cell_classes.png
The bar under the picture is 20 um long. Fill, decap, tap and diode cells in grey.
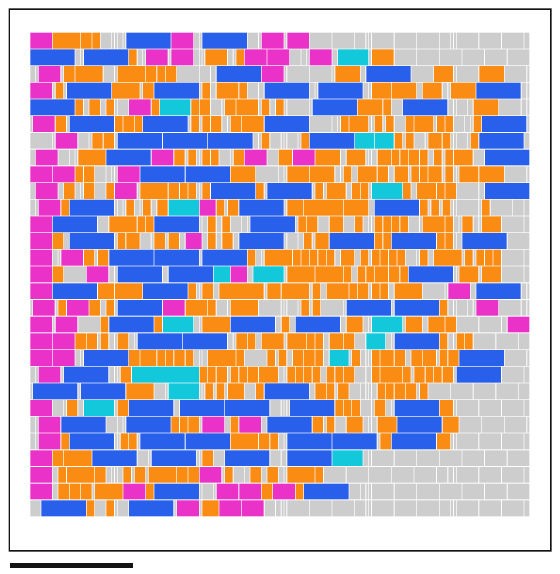
metal_stack.png
The bar under the picture is 20 um long. Two of the layers only.
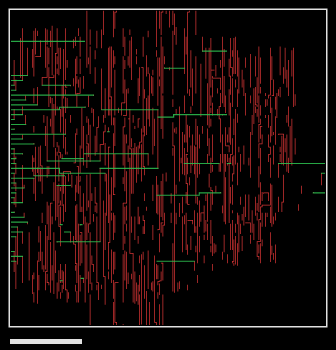
File: config.mk
export PLATFORM = sky130hd
export DESIGN_NAME = da2_sample_sched
export DESIGN_NICKNAME = d
export VERILOG_FILES = /design/src/rtl/da2_pkg.sv /design/src/rtl/da2_hold_reg.sv /design/src/rtl/da2_sample_sched.sv
export SDC_FILE = /design/constraint.sdc
export NUM_CORES = 1
export LEC_CHECK = 0
export ABC_AREA = 1
export CAP_MARGIN = 20
export CORE_MARGIN = 3
export CORE_UTILIZATION = 57
export DETAILED_ROUTE_END_ITERATION = 6
export PLACE_DENSITY = 0.85
export REMOVE_ABC_BUFFERS = 1
export SLEW_MARGIN = 15
export SYNTH_ARGS = -nofsm -noshare
export SYNTH_HDL_FRONTEND = slang
export SYNTH_SLANG_ARGS = --single-unit
File: constraint.sdc
create_clock -name clk -period 2.9 [get_ports clk]
set_input_delay 0.435 -clock clk [delete_from_list [all_inputs] [get_ports clk]]
set_output_delay 0.435 -clock clk [all_outputs]
set_load 0.005 [all_outputs]
File: src/rtl/da2_pkg.sv
// -----------------------------------------------------------------------------
// da2_pkg
// Shared definitions for the DA2 sample scheduler slice: sample width, channel
// count, default timing constants and the frame-tracking FSM state encoding.
// -----------------------------------------------------------------------------
package da2_pkg;

  // Sample width of one DA2 channel and the number of channels driven.
  localparam int DA2_WIDTH    = 12;
  localparam int DA2_CHANNELS = 2;

  // Default tick period (50 kS/s at 100 MHz) and the per-state frame timeout.
  localparam int unsigned DA2_SAMPLE_DIV_DEFAULT    = 2000;
  localparam int unsigned DA2_FRAME_TIMEOUT_DEFAULT = 255;

  // Frame-tracking states: idle between frames, waiting for the driver to pull
  // SYNC low, and waiting for SYNC to return high at the end of the frame.
  typedef enum logic [1:0] {
    IDLE       = 2'd0,
    WAIT_START = 2'd1,
    WAIT_DONE  = 2'd2
  } da2_state_t;

endpackage

File: src/rtl/da2_hold_reg.sv
// -----------------------------------------------------------------------------
// da2_hold_reg
// One-deep holding register for a single DA2 channel. A producer offers a
// sample with valid/ready; the scheduler drains it with a one-cycle consume
// strobe on each frame launch.
//
// Ports:
//   clk, rst      system clock, synchronous active-high reset
//   in_data       sample offered by the producer
//   in_valid      producer has a sample
//   in_ready      register can take a sample this cycle
//   consume       launch cycle: the scheduler is taking the buffered sample
//   full          a fresh sample is buffered
//   data          buffered sample
//   underrun_set  consume arrived with nothing buffered (one-cycle pulse)
// -----------------------------------------------------------------------------
module da2_hold_reg
  import da2_pkg::*;
(
  input  logic                 clk,
  input  logic                 rst,
  input  logic [DA2_WIDTH-1:0] in_data,
  input  logic                 in_valid,
  output logic                 in_ready,
  input  logic                 consume,
  output logic                 full,
  output logic [DA2_WIDTH-1:0] data,
  output logic                 underrun_set
);

  logic load;

  // The slot frees up in the very cycle it is consumed, so a producer that is
  // already waiting can refill it on the launch edge without losing a tick.
  always_comb begin
    in_ready     = !full || consume;
    load         = in_valid && in_ready;
    underrun_set = consume && !full;
  end

  // A load wins over a consume: when both land on the same edge the old sample
  // has already been handed to the scheduler, and the new one stays buffered
  // for the next frame with full still set.
  always_ff @(posedge clk) begin
    if (rst) begin
      full <= 1'b0;
      data <= '0;
    end else begin
      if (load) begin
        data <= in_data;
        full <= 1'b1;
      end else if (consume) begin
        full <= 1'b0;
      end
    end
  end

endmodule

File: src/rtl/da2_sample_sched.sv
// -----------------------------------------------------------------------------
// da2_sample_sched
// Sample-rate scheduler for the dual-channel DA2 DAC driver. Buffers one sample
// per channel, launches a frame (new value0/value1 plus a one-cycle update) on
// every sample tick, and follows the driver's SYNC line until the frame is done.
//
// Ports:
//   clk, rst              system clock, synchronous active-high reset
//   ch0_data/valid/ready  channel 0 sample handshake
//   ch1_data/valid/ready  channel 1 sample handshake
//   sync_in               driver SYNC, low while a frame shifts (same clock)
//   value0, value1        held sample values to the driver
//   update                one-cycle frame start strobe
//   busy                  a frame is in flight
//   clr_flags             clears all sticky flags (wins over a same-cycle set)
//   underrun              sticky per channel: tick launched with no fresh sample
//   overrun               sticky: tick arrived while a frame was in flight
//   frame_err             sticky: driver SYNC timed out
// -----------------------------------------------------------------------------
module da2_sample_sched
  import da2_pkg::*;
#(
  parameter int unsigned SAMPLE_DIV    = DA2_SAMPLE_DIV_DEFAULT,
  parameter int unsigned FRAME_TIMEOUT = DA2_FRAME_TIMEOUT_DEFAULT
) (
  input  logic                    clk,
  input  logic                    rst,
  input  logic [DA2_WIDTH-1:0]    ch0_data,
  input  logic                    ch0_valid,
  output logic                    ch0_ready,
  input  logic [DA2_WIDTH-1:0]    ch1_data,
  input  logic                    ch1_valid,
  output logic                    ch1_ready,
  input  logic                    sync_in,
  output logic [DA2_WIDTH-1:0]    value0,
  output logic [DA2_WIDTH-1:0]    value1,
  output logic                    update,
  output logic                    busy,
  input  logic                    clr_flags,
  output logic [DA2_CHANNELS-1:0] underrun,
  output logic                    overrun,
  output logic                    frame_err
);

  // Last count of the tick period and the last cycle allowed in a wait state.
  localparam logic [15:0] TICK_LAST    = 16'(SAMPLE_DIV - 1);
  localparam logic [15:0] TIMEOUT_LAST = 16'(FRAME_TIMEOUT - 1);

  da2_state_t state, next_state;

  logic [15:0] tick_cnt;
  logic        tick;
  logic [15:0] to_cnt;
  logic        launch;
  logic        timeout;

  logic [DA2_WIDTH-1:0]    in_data   [DA2_CHANNELS];
  logic [DA2_CHANNELS-1:0] in_valid;
  logic [DA2_CHANNELS-1:0] in_ready;
  logic [DA2_CHANNELS-1:0] hold_full;
  logic [DA2_WIDTH-1:0]    hold_data [DA2_CHANNELS];
  logic [DA2_CHANNELS-1:0] underrun_set;

  // Gather the per-channel ports into arrays so the holding registers can be
  // generated in a loop.
  assign in_data[0] = ch0_data;
  assign in_data[1] = ch1_data;
  assign in_valid   = {ch1_valid, ch0_valid};
  assign ch0_ready  = in_ready[0];
  assign ch1_ready  = in_ready[1];

  // One holding register per channel; all of them are drained together on the
  // launch cycle.
  for (genvar ch = 0; ch < DA2_CHANNELS; ch++) begin : g_hold
    da2_hold_reg u_hold (
      .clk          (clk),
      .rst          (rst),
      .in_data      (in_data[ch]),
      .in_valid     (in_valid[ch]),
      .in_ready     (in_ready[ch]),
      .consume      (launch),
      .full         (hold_full[ch]),
      .data         (hold_data[ch]),
      .underrun_set (underrun_set[ch])
    );
  end

  // Free-running sample clock divider. It never waits for the FSM, so the
  // sample rate stays exact even when frames overrun and ticks get dropped.
  always_ff @(posedge clk) begin
    if (rst) begin
      tick_cnt <= '0;
    end else if (tick) begin
      tick_cnt <= '0;
    end else begin
      tick_cnt <= tick_cnt + 16'd1;
    end
  end

  assign tick = (tick_cnt == TICK_LAST);

  // Frame state register.
  always_ff @(posedge clk) begin
    if (rst) begin
      state <= IDLE;
    end else begin
      state <= next_state;
    end
  end

  // Next-state logic. A tick in IDLE is the launch. In the wait states the SYNC
  // edge is checked before the timeout so a frame that finishes on the last
  // permitted cycle is still accepted as good.
  always_comb begin
    next_state = state;
    launch     = 1'b0;
    timeout    = 1'b0;
    case (state)
      IDLE: begin
        if (tick) begin
          launch     = 1'b1;
          next_state = WAIT_START;
        end
      end
      WAIT_START: begin
        if (!sync_in) begin
          next_state = WAIT_DONE;
        end else if (to_cnt == TIMEOUT_LAST) begin
          timeout    = 1'b1;
          next_state = IDLE;
        end
      end
      WAIT_DONE: begin
        if (sync_in) begin
          next_state = IDLE;
        end else if (to_cnt == TIMEOUT_LAST) begin
          timeout    = 1'b1;
          next_state = IDLE;
        end
      end
      default: begin
        next_state = IDLE;
      end
    endcase
  end

  assign busy = (state != IDLE);

  // Cycles spent in the current wait state. It restarts on every state change
  // so WAIT_START and WAIT_DONE each get the full timeout budget.
  always_ff @(posedge clk) begin
    if (rst) begin
      to_cnt <= '0;
    end else if (next_state != state || state == IDLE) begin
      to_cnt <= '0;
    end else begin
      to_cnt <= to_cnt + 16'd1;
    end
  end

  // Values only move on the launch edge, so the driver sees them stable for the
  // whole frame. An empty channel repeats its previous value.
  always_ff @(posedge clk) begin
    if (rst) begin
      value0 <= '0;
      value1 <= '0;
      update <= 1'b0;
    end else begin
      update <= launch;
      if (launch && hold_full[0]) begin
        value0 <= hold_data[0];
      end
      if (launch && hold_full[1]) begin
        value1 <= hold_data[1];
      end
    end
  end

  // Sticky error flags. A clear request wins over anything setting a flag in
  // the same cycle, so software always sees a clean 0 right after clearing.
  always_ff @(posedge clk) begin
    if (rst) begin
      underrun  <= '0;
      overrun   <= 1'b0;
      frame_err <= 1'b0;
    end else if (clr_flags) begin
      underrun  <= '0;
      overrun   <= 1'b0;
      frame_err <= 1'b0;
    end else begin
      underrun  <= underrun | underrun_set;
      overrun   <= overrun | (tick && state != IDLE);
      frame_err <= frame_err | timeout;
    end
  end

endmodule
==> results_slide.txt <==
Run Summary

Run status
  • Result of the run: finished, final reports clean

Worst setup path
  • Top Family by Delay on Critical Path: simple AND/OR/NAND/NOR gates
  • Crit path buffers/inverters: 1
  • Worst setup path class: register to output pin
  • Critical Path End Type: output pin
  • Chain of cells forming the critical path: ha_1, nand3_1, nor2_2, nand4_2, nand2_1, clkdlybuf4s50_1
  • Launch point of the worst path: tick_cnt[0]$_SDFF_PP0_
  • Max incr delay on CP: 0.52 ns
  • CP Max Fanout: 3
  • Arrival time at the worst endpoint: 2.11 ns
  • Data required time of the critical path: 2.47 ns
  • Worst flop-to-flop path startpoint: tick_cnt[0]$_SDFF_PP0_
  • Worst-path cell with the longest stage delay: sky130_fd_sc_hd__clkdlybuf4s50_1
  • Worst Setup Start Kind: register

Synthesis
  • Leading area contributor after synthesis: sky130_fd_sc_hd__dfxtp_1
  • Largest logic family: simple AND/OR/NAND/NOR gates
  • Number of synthesized flops with an enable pin: 0
  • Dominant cell by count in the synthesized netlist: sky130_fd_sc_hd__dfxtp_1
  • Ys Warns: 0
  • Seq/Total Area, Yosys: 0.4655
  • Synth Area in XOR/XNOR: 0.03661
  • Proportion of synthesized flip-flops having asynchronous set or reset: 0
  • # Cells Yosys: 447
  • Synth Cell Area: 3827 um^2
  • AND-OR/OR-AND share of the synthesized area: 0.1471
  • Number of distinct standard cells referenced by the synthesized netlist: 36
  • Post-synth mux share: 0
  • Simple-gate share of the synthesized area: 0.2399
  • Area of the synthesized netlist per yosys stat: 3827 um^2
  • Leading register cell type out of synthesis: sky130_fd_sc_hd__dfxtp_1
  • Commonest cells in the netlist: sky130_fd_sc_hd__dfxtp_1 (89), sky130_fd_sc_hd__nor2_1 (67), sky130_fd_sc_hd__inv_1 (58)
  • Adder and majority gate portion of the synthesized area: 0.02288
  • Top cell area share: 0.4655
  • Cells after Synth: 447
  • Post-synthesis register bit count: 89
  • Mean area per synthesized cell: 8.562 um^2
  • Top cells by area, synth: sky130_fd_sc_hd__dfxtp_1 (47%), sky130_fd_sc_hd__nor2_1 (6.6%), sky130_fd_sc_hd__inv_1 (5.7%)

Clock network
  • Post-cts hold-fix buffer tally: 0
  • Clock edge transition at the registers on the reported setup and hold paths: 0.09 ns
  • Total CTS buffers: 9
  • CTS-repair resized insts: 0
  • H-Tree Level Count: 3
  • CTS tree: done
  • Clock latency at the later pin of the worst-skew pair: 0.37 ns
  • Clock root buffer: sky130_fd_sc_hd__clkbuf_8
  • Number of clock sinks: 89
  • Buffer count from post-CTS setup fixing: 0
  • Buffers from clock root to sink, at most: 2

Routing
  • Number of DRC markers in iteration 0: 110
  • Count of nets left with antenna violations after detail routing: 0
  • Number of iterations in the first detailed-routing pass: 4
  • Detail-routed via count per cell: 5.194
  • Number of design rule violations left after detail routing: 0
  • Vias: 3054

Flow run
  • Count of warning messages emitted by the tools: 29
  • Total of max-cap violations: 0

Die
  • DIE HEIGHT: 87.95 um
  • Die Outline Area: 7734 um^2
  • Starting utilization of the core area: 0.5959
  • Ports placed on the boundary: 62
  • Overall die width: 87.95 um

Layout
  • Share of layout cells above drive strength 1: 0.1429
  • Area Overhead vs Synth: 21.74%
  • Footprint of the flip-flops and latches: 1782 um^2
  • Final non-filler cell total: 588
  • Filler instances: 450
  • Count of antenna diodes in the layout: 0
  • Final Net Count: 543
  • Combinational gate area: 1709 um^2

Pwr
  • Maximum VDD drop: 496.1 uV
  • Static Leakage: 1.697 nW
  • Pwr per Cell Area: 494.8 nW/um^2

Timing
  • Unrepaired setup endpoints after global routing: no
  • Worst slew pin tran: 0.6691 ns
  • Post-route clock skew: 0.01237 ns
  • Final-report max-slew violation count: 0
  • Maximum operating frequency: 392.9 MHz
  • Accumulated negative setup slack: 0 ns
  • Final worst path period share: 0.8777
  • Fin. Hold Viols: 0
  • Relative max-transition margin: 0.5529
  • Final setup violation count: 0
  • Post-route minimum period: 2.545 ns

GRT
  • Pin count of the biggest net entering global routing: 32
  • Global-route wire length before repair: 13500 um
  • Antenna violations before repair: 0
  • Vias in the first global route: 3003
  • GRT Residual Overflow: 0

Place
  • Total placed cells including tap cells: 572
  • Buffers added on ports: 61
  • Total placed instance area: 4449 um^2
  • Weighted congestion reported at the end of routability-driven placement: 0.8418
  • HPWL after detailed placement: 5704 um

Min path
  • Hold crit path type: register to register
  • Hold path startpoint: tick_cnt[0]$_SDFF_PP0_
-- cell_classes.png (at the start) --
Key: other buffers and delay cells = magenta [cells 64]; flip-flops = blue [cells 89]; all other logic = orange [cells 342]; clock drivers and dummy loads = cyan [cells 16]
Core Util, Final: 0.7255
sequential cell area share: 0.3824
final design area excluding fillers: 4659 um^2
site row count: 29
area of the core: 6422 um^2

-- metal_stack.png (at the start) --
Key: met3 = green [wire length 379 um]; met2 = red [wire length 3950 um]
Total Wirelength: 7959 um
GR Util All Layers: 0.2231
average detailed-routed wire length per instance: 13.54 um

-- cells in the final DEF (no fill, tap or decap), types with 2 or more instances in the layout --
cell type                          n
sky130_fd_sc_hd__a211oi_2         16
sky130_fd_sc_hd__nand3_1          11
sky130_fd_sc_hd__a21oi_1          33
sky130_fd_sc_hd__dfxtp_1          89
sky130_fd_sc_hd__a211oi_1          5
sky130_fd_sc_hd__inv_6             2
sky130_fd_sc_hd__xnor2_1           7
sky130_fd_sc_hd__nor2_1           67
sky130_fd_sc_hd__nor3b_1           3
sky130_fd_sc_hd__nor2_2            3
sky130_fd_sc_hd__nor3_1           12
sky130_fd_sc_hd__nor2_4           11
sky130_fd_sc_hd__clkbuf_8         10
sky130_fd_sc_hd__buf_4             3
sky130_fd_sc_hd__inv_2             3
sky130_fd_sc_hd__nor3_2            8
sky130_fd_sc_hd__clkinv_4          2
sky130_fd_sc_hd__inv_1            58
sky130_fd_sc_hd__nand2_2           5
sky130_fd_sc_hd__o21ai_0          24
sky130_fd_sc_hd__nand4_1           5
sky130_fd_sc_hd__nand3_2           2
sky130_fd_sc_hd__nand2_1          43
sky130_fd_sc_hd__clkdlybuf4s50_1  61
sky130_fd_sc_hd__ha_1              7
sky130_fd_sc_hd__xor2_1            9
-- stage by stage --
| step | setup WS [ns] | hold WS (ns) | power (W) |
|---|---|---|---|
| after floorplan | 0.8421 | 0.4176 | 0.001360 |
| after global placement | 0.8219 | 0.4287 | 0.001430 |
| after detailed placement | 0.6883 | 0.4422 | 0.001439 |
| after CTS | 0.3385 | 0.4555 | 0.002320 |
| after global routing | 0.1918 | 0.4836 | 0.002379 |
| final | 0.3548 | 0.4511 | 0.002306 |
-- sequential cells by signal (all words and copies together) (netlist names) --
name and cells:
value0 12, frame_err 1, tick_cnt 16, underrun 2, update 1, state 2, g_hold.u_hold.full 2, value1 12
to_cnt 16, g_hold.u_hold.data 24, overrun 1
-- cell type report --
| cell class | instances | area share |
|---|---|---|
| Multi-Input combinational cell | 281 | 0.3668 |
| Clock inverter | 6 | 0.01557 |
| Clock buffer | 10 | 0.02954 |
| Inverter | 61 | 0.04914 |
| Timing Repair Buffer | 64 | 0.1359 |
| Sequential cell | 89 | 0.3824 |
| Tap cell | 77 | 0.02068 |
-- worst paths after layout --
kind,to,slack [ns],cells past startpoint
max,ch1_ready,0.35,6
min,tick_cnt[0]$_SDFF_PP0_,0.45,1
max reg2reg,g_hold[0].u_hold.data[3]$_SDFFE_PP0P_,0.71,8
min reg2reg,tick_cnt[0]$_SDFF_PP0_,0.45,1
-- power breakdown --
part	switching (W)	total, W	internal [W]
logic	0.0000798	0.000144	0.0000639
clock network	0.000464	0.000895	0.000431
registers	0.0000128	0.00127	0.00125
total	0.000557	0.00231	0.00175
-- layer usage --
layer	vias up	wire length (um)	global-route usage
li1	1553	-	-
met1	1412	3502	0.2723
met2	74	3950	0.3685
met3	15	378	0.05456
met4	0	127	0.1074
met5	-	0	0
Power is estimated from default activity; no workload was simulated.
